### src/rtl/mult_seq_ctrl.sv
// Shift-and-add unsigned multiplier sequencer. Borrows the shared datapath adder
// through add_op1/add_op2/add_sum and retires one multiplier bit per cycle.
module mult_seq_ctrl #(
  parameter int WIDTH = 32
) (
  input  logic               clk,
  input  logic               rst_n,
  input  logic               start,
  input  logic [WIDTH-1:0]   multiplicand,
  input  logic [WIDTH-1:0]   multiplier,
  output logic [WIDTH-1:0]   add_op1,
  output logic [WIDTH-1:0]   add_op2,
  input  logic [WIDTH-1:0]   add_sum,
  output logic               busy,
  output logic               done,
  output logic [2*WIDTH-1:0] product
);

  localparam int CW = $clog2(WIDTH) + 1;

  typedef enum logic [1:0] {S_IDLE, S_RUN, S_DONE} state_t;

  state_t           state_q;
  logic [WIDTH-1:0] mcand_q, acc_hi_q, acc_lo_q;
  logic [CW-1:0]    cnt_q;
  logic             busy_q, done_q;
  logic             carry;

  // The adder wraps mod 2^WIDTH, so a wrapped sum is smaller than either operand.
  assign carry = (add_sum < acc_hi_q);

  always_ff @(posedge clk or negedge rst_n) begin
    if (!rst_n) begin
      state_q  <= S_IDLE;
      mcand_q  <= '0;
      acc_hi_q <= '0;
      acc_lo_q <= '0;
      cnt_q    <= '0;
      busy_q   <= 1'b0;
      done_q   <= 1'b0;
    end else begin
      case (state_q)
        S_IDLE, S_DONE: begin
          if (start) begin
            state_q  <= S_RUN;
            mcand_q  <= multiplicand;
            acc_lo_q <= multiplier;
            acc_hi_q <= '0;
            cnt_q    <= CW'(WIDTH);
            busy_q   <= 1'b1;
          end else begin
            state_q  <= S_IDLE;
            busy_q   <= 1'b0;
          end
          done_q <= 1'b0;
        end
        S_RUN: begin
          if (acc_lo_q[0])
            {acc_hi_q, acc_lo_q} <= {carry, add_sum, acc_lo_q[WIDTH-1:1]};
          else
            {acc_hi_q, acc_lo_q} <= {1'b0, acc_hi_q, acc_lo_q[WIDTH-1:1]};
          cnt_q <= cnt_q - 1'b1;
          if (cnt_q == CW'(1)) begin
            state_q <= S_DONE;
            busy_q  <= 1'b0;
            done_q  <= 1'b1;
          end
        end
        default: begin
          state_q <= S_IDLE;
          busy_q  <= 1'b0;
          done_q  <= 1'b0;
        end
      endcase
    end
  end

  assign add_op1 = acc_hi_q;
  assign add_op2 = mcand_q;
  assign busy    = busy_q;
  assign done    = done_q;
  assign product = {acc_hi_q, acc_lo_q};

endmodule
### config.mk
export PLATFORM = sky130hd
export DESIGN_NAME = mult_seq_ctrl
export DESIGN_NICKNAME = d
export VERILOG_FILES = /design/src/rtl/mult_seq_ctrl.sv
export SDC_FILE = /design/constraint.sdc
export NUM_CORES = 1
export LEC_CHECK = 0
export ABC_AREA = 1
export CAP_MARGIN = 20
export CORE_UTILIZATION = 35
export CTS_BUF_LIST = sky130_fd_sc_hd__clkbuf_16
export CTS_CLUSTER_SIZE = 12
export DETAILED_ROUTE_END_ITERATION = 16
export PLACE_DENSITY = 0.68
export SETUP_SLACK_MARGIN = 0.15
export SYNTH_ARGS = -nofsm -noshare
export SYNTH_HDL_FRONTEND = slang
export SYNTH_SLANG_ARGS = --single-unit
### constraint.sdc
create_clock -name clk -period 3.4 [get_ports clk]
set_clock_uncertainty 0.05 [all_clocks]
set_input_delay 0.68 -clock clk [delete_from_list [all_inputs] [get_ports clk]]
set_output_delay 0.68 -clock clk [all_outputs]
set_load 0.05 [all_outputs]
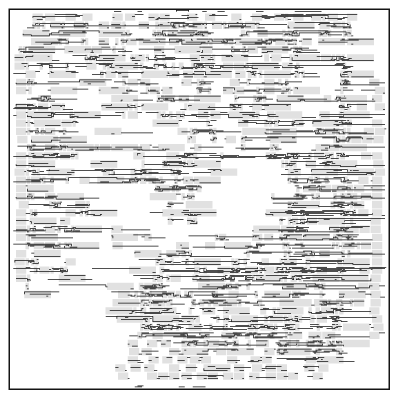
**Above:** run 1 (signal wires on met1).
(3 px per um)
- longest straight run: 28.5 um
- main direction: horizontal
- nets with wire on the layer: 835
- wire length on this layer: 6,730 um

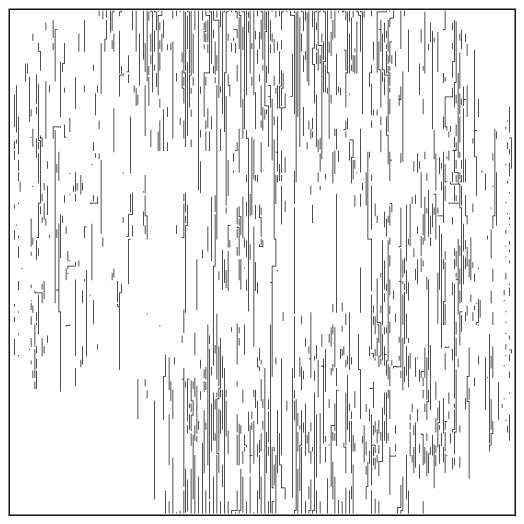
**Above:** run 1 (signal wires on met2).
(4 px per um)
- longest straight run: 46.9 um
- wire length on this layer: 6,850 um
- main direction: vertical

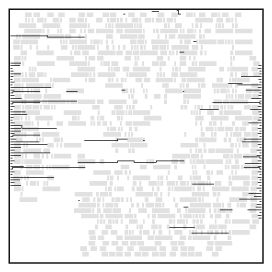
**Above:** run 1 (met3 routing).
(2 px per um)
- share of all routed wire: 5.0%
- main direction: horizontal
- longest straight run: 36.3 um
- wire length on this layer: 721 um
- nets with wire on the layer: 113

==> results.cfg, run 1 <==
; physical design summary
[grt]
met1_usage = 0.2583
grt_max_degree = 65
grt_use_total = 0.1918
grt_pass1_wl_um = 24150
grt_util_met2 = 0.3065
grt.busiest_layer = met2

[timing]
hold_viol_final = 0
worstMarginPinSlew_ns = 0.6560
min_period_over_period = 0.7003
layout_min_cycle_time_ns = 2.381
rsz0062_at_grt = no
setup_viol = 0
maxSlewHeadroom = 0.5626
hold_slack_ns = 0.2345

[layout]
drive_gt1_frac = 0.03915
utilization = 0.5194

[detailed_routing]
wl_met1_um = 6732
remaining_drc_errors = 0
ant_nets = 0
top_layer = met4
routedWlPerCell_um = 14.10

[power_and_ir_drop]
total_power_uw = 3361
powerDensity_nw_per_um2 = 427.3
ir_drop_mv = 0.2761

[synthesis]
async_flop_share = 1.000
xor_area_frac = 0
aoi_share = 0.09629
ys_sh_adder = 0.07657
muxShareOfSynthArea = 0.001856
yosysUniqueCellTypes = 27
netlist_area_um2 = 5393
syn_inst = 653
largest_area_cell = dfrtp_1
synthFlopType = dfrtp_1
ys_ff = 105
yosys_cells = 653
top_cells_by_area = dfrtp_1, nand2_1, ha_1
common_cells = nand2_1, dfrtp_1, inv_1

[clocking]
cts_resized = 0
cts_sinks = 105
cts_tree = built
cts_setup_buffers = 0
postCtsHoldBufs = 0
clkTransAtPathRegs_ns = 0.08
clock_path_buffers = 2
cts_root_buf = clkbuf_16
clock_latency_ns = 0.35

[worst_setup_path]
slowest_delay_ns = 0.84
worstSetupPathType = register to output port
critical-path-top-delay-family = buffers and inverters
r2r_setup_slack_ns = 1.63
cp-endpoint = add_op1[0]
arrival_ns = 1.65
cp.depth = 1
crit_chain = clkdlybuf4s50_1

[placed_design]
port_buffers = 228
dp_hpwl_um = 10180
dp_cells = 1015
dp_slack_ns = 1.006
place.gp.congestion = 0.7576

[floorplanning]
core_um2 = 15150
initial_core_util = 0.3561
fp.dieW_um = 126.1

[status]
status = finished, final reports clean
run 1: report_power, final:
part	leakage (uW)	switching, uW	internal, uW
clock network	0.000151	500	581
logic	0.00231	556	350
registers	0.00129	63.6	1310
total	0.00376	1120	2240
run 1: placed cells by master, fill, tap and decap left out, types with 4 or more instances in the layout:
master / count
ha_1: 33
clkbuf_16: 9
dfrtp_1: 105
nand2_1: 225
nand3_1: 35
o21ai_0: 19
inv_1: 43
o21ai_1: 22
inv_2: 4
a21oi_1: 21
o22ai_1: 31
nor2_1: 41
buf_4: 8
clkdlybuf4s50_1: 227
run 1: cell type report:
class	count	area, um^2
Inverter	47	178.9
Sequential cell	105	2628
Fill cell	1441	7279
Clock buffer	9	225.2
Timing Repair Buffer	235	2332
Tap cell	188	235.2
Clock inverter	7	77.57
Multi-Input combinational cell	440	2190
--- run 2 (diff from run 1) ---
Clock period 3.4 ns to 2.2 ns, I/O delays scaled along.
==> run 2 against run 1 <==
Area after synthesis did not move. Combinational power rose by 47%. Setup slack got worse by 0.83 ns. Final cell count is 0.58% higher. Non-clock buffer count up 7. Synthesized cell count unchanged. Worst hold slack improved by 0.19 ns. Sequential share of layout area fell by 0.36 points. Design area is 1.1% higher. Core utilization is 0.57 points higher. Global-route usage is 0.56 points lower. Via count is 0.71% lower. Critical endpoint is now add_op2[17].
==> results.cfg, run 2 <==
; physical design summary
[worst_setup_path]
slowest_delay_ns = 0.81
critical-path-top-delay-family = buffers and inverters
arrival_ns = 1.52
worstSetupPathType = register to output port
cp.depth = 1
r2r_setup_slack_ns = 0.48
cp-endpoint = add_op2[17]
crit_chain = clkdlybuf4s50_1

[layout]
seq_share = 0.3304
flops = 105
lay_top_cells = nand2_1, clkdlybuf4s50_1, dfrtp_1
clock_buffers = 9
drive_gt1_frac = 0.04829
comb_cells = 440
inverters = 47
num-nonclk-buffers = 242
nFillCells = 1442

[power_and_ir_drop]
comb_power_share = 0.262
switchingPower_uw = 1698
seqPwrFrac = 0.417
seq_cell_power_uw = 2120
clkPwrFrac = 0.321
p_clk_uw = 1630
powerDensity_nw_per_um2 = 638.0
netSwitchingFraction = 0.3348

[placed_design]
dp_cells = 1021
dp_hpwl_um = 10330
place.gp.congestion = 0.7682
dp_slack_ns = 0.1079

[synthesis]
ys_sh_adder = 0.07657
yosys_cells = 653
ys_ff = 105

[timing]
hold_slack_ns = 0.4206
setup_viol = 0
layout_min_cycle_time_ns = 2.011
min_period_over_period = 0.9139
rsz0062_at_grt = no

[detailed_routing]
ant_nets = 0
remaining_drc_errors = 0
routedWlPerCell_um = 13.96

[grt]
grt_max_degree = 66

[clocking]
cts_resized = 73
clock_latency_ns = 0.34
postCtsHoldBufs = 1

[status]
status = finished, final reports clean

[floorplanning]
initial_core_util = 0.3561
core_um2 = 15150
==> run 2: cell types whose count changed in the layout (fill, tap and decap cells not counted) <==
| cell | delta |
|---|---|
| buf_12 | +6 |
| buf_4 | +3 |
| clkdlybuf4s50_1 | -102 |
| clkinv_1 | +1 |
| clkinv_4 | +1 |
| clkinvlp_4 | -1 |
| dlygate4sd2_1 | +73 |
| dlygate4sd3_1 | +1 |
| dlymetal6s2s_1 | +26 |
| inv_1 | -1 |
| inv_8 | -1 |
==> run 2: metal layers <==
layer | up-vias | wire (um) | track usage
met4 | 0 | 267 | 0.06875
met5 | - | 0 | 0
met3 | 18 | 925 | 0.04163
met2 | 156 | 6765 | 0.2922
met1 | 2239 | 6514 | 0.2514
li1 | 2460 | - | -
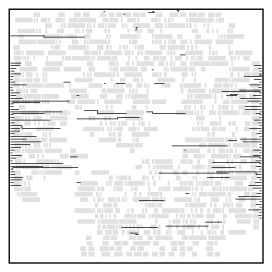
**Above:** run 2 (met3 routing).
(2 px per um)
- main direction: horizontal
- longest straight run: 35.0 um

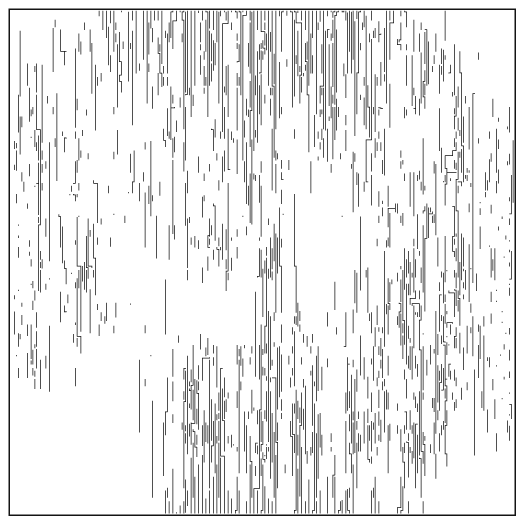
**Above:** run 2 (signal wires on met2).
(4 px per um)
- nets with wire on the layer: 761
- main direction: vertical
- longest straight run: 47.3 um
- wire length on this layer: 6,770 um
- share of all routed wire: 47%

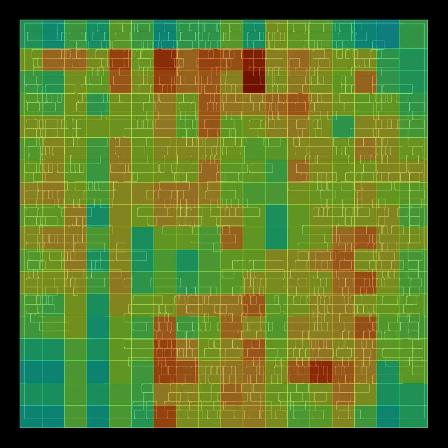
**Above:** run 2 (track usage over the die).
post-layout util: 0.5251
met2 usage in global routing: 0.2922
met1 usage in global routing: 0.2514
Tot GR Track Use: 0.1863

--- run 3 (diff from run 2) ---
Settings changed: CAP_MARGIN 20 to default, CTS_CLUSTER_DIAMETER from default to 200.
==> run 3 against run 2 <==
Synthesized cell count stayed put. First-iteration DRC count stayed put. Critical endpoint unchanged. Wire length stayed put. Global-route usage stayed put. Area after synthesis stayed put.
==> results.cfg, run 3 <==
; physical design summary
[grt]
grt.busiest_layer = met2
grt_max_degree = 66

[layout]
register_area_um2 = 2628
inverters = 47
num-nonclk-buffers = 242
lay_top_cells = nand2_1, clkdlybuf4s50_1, dfrtp_1
utilization = 0.5251
drive_gt1_frac = 0.04829
layout_top_cell = nand2_1
nFillCells = 1442
comb_cells = 440
buffer_area_frac = 0.3054
clock_buffers = 9

[synthesis]
syn_inst = 653
top_cells_by_area = dfrtp_1, nand2_1, ha_1
xor_area_frac = 0
muxShareOfSynthArea = 0.001856
synthFlopType = dfrtp_1
yosysUniqueCellTypes = 27

[placed_design]
dp_slack_ns = 0.1079
port_buffers = 228
place.gp.congestion = 0.7682
dp_cells = 1021
dp_hpwl_um = 10330

[worst_setup_path]
r2r_setup_slack_ns = 0.48
arrival_ns = 1.52
slowest_delay_ns = 0.81
crit_chain = clkdlybuf4s50_1
critical-path-top-delay-family = buffers and inverters
cp-endpoint = add_op2[17]

[detailed_routing]
routedWlPerCell_um = 13.96
ant_nets = 0
route.met2.wl_um = 6765
top_layer = met4

[power_and_ir_drop]
powerComb_uw = 1330
seqPwrFrac = 0.417
seq_cell_power_uw = 2120
ir_drop_mv = 0.3324
powerDensity_nw_per_um2 = 638.0
switchingPower_uw = 1698
p_clk_uw = 1630
netSwitchingFraction = 0.3348

[clocking]
cts_tree = built
clock_path_buffers = 2

[floorplanning]
initial_core_util = 0.3561
core_um2 = 15150
num_tap_cells = 188

[timing]
setup_viol = 0
min_period_over_period = 0.9139

[status]
status = finished, final reports clean
==> run 3: cell counts after synthesis <==
Identical to the previous run, type by type.
==> run 3: worst min path at each step <==
stage | start | endpoint | depth (start not counted)
floorplan | rst_n | acc_lo_q[0]$_DFFE_PN0P_ | 0
global placement | rst_n | acc_lo_q[25]$_DFFE_PN0P_ | 1
detailed placement | rst_n | acc_lo_q[25]$_DFFE_PN0P_ | 1
CTS | cnt_q[5]$_DFFE_PN0P_ | cnt_q[5]$_DFFE_PN0P_ | 1
global route | add_op2[24]$_DFFE_PN0P_ | add_op2[24]$_DFFE_PN0P_ | 2
finish | cnt_q[5]$_DFFE_PN0P_ | cnt_q[5]$_DFFE_PN0P_ | 1
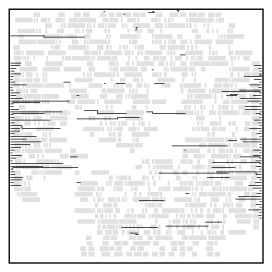
**Above:** run 3 (met3 routing).
(2 px per um)
- main direction: horizontal
- nets with wire on the layer: 123

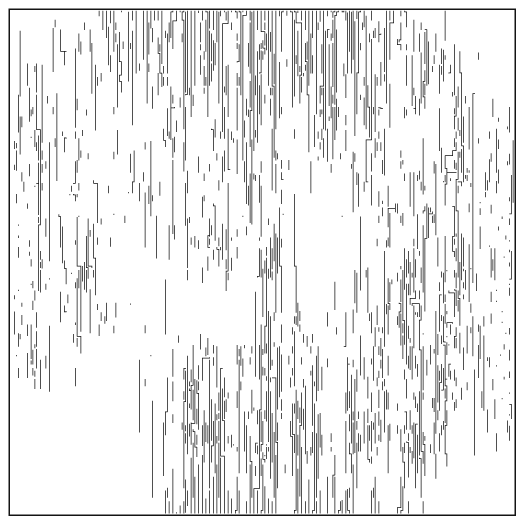
**Above:** run 3 (signal wires on met2).
(4 px per um)
- wire length on this layer: 6,770 um
- longest straight run: 47.3 um
- share of all routed wire: 47%

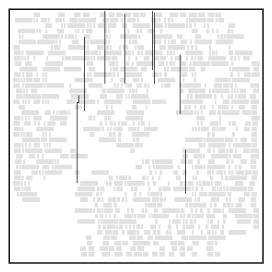
**Above:** run 3 (signal wires on met4).
(2 px per um)
- main direction: vertical
- longest straight run: 40.1 um

No activity file was given, so power comes from the tool's default toggle rates.
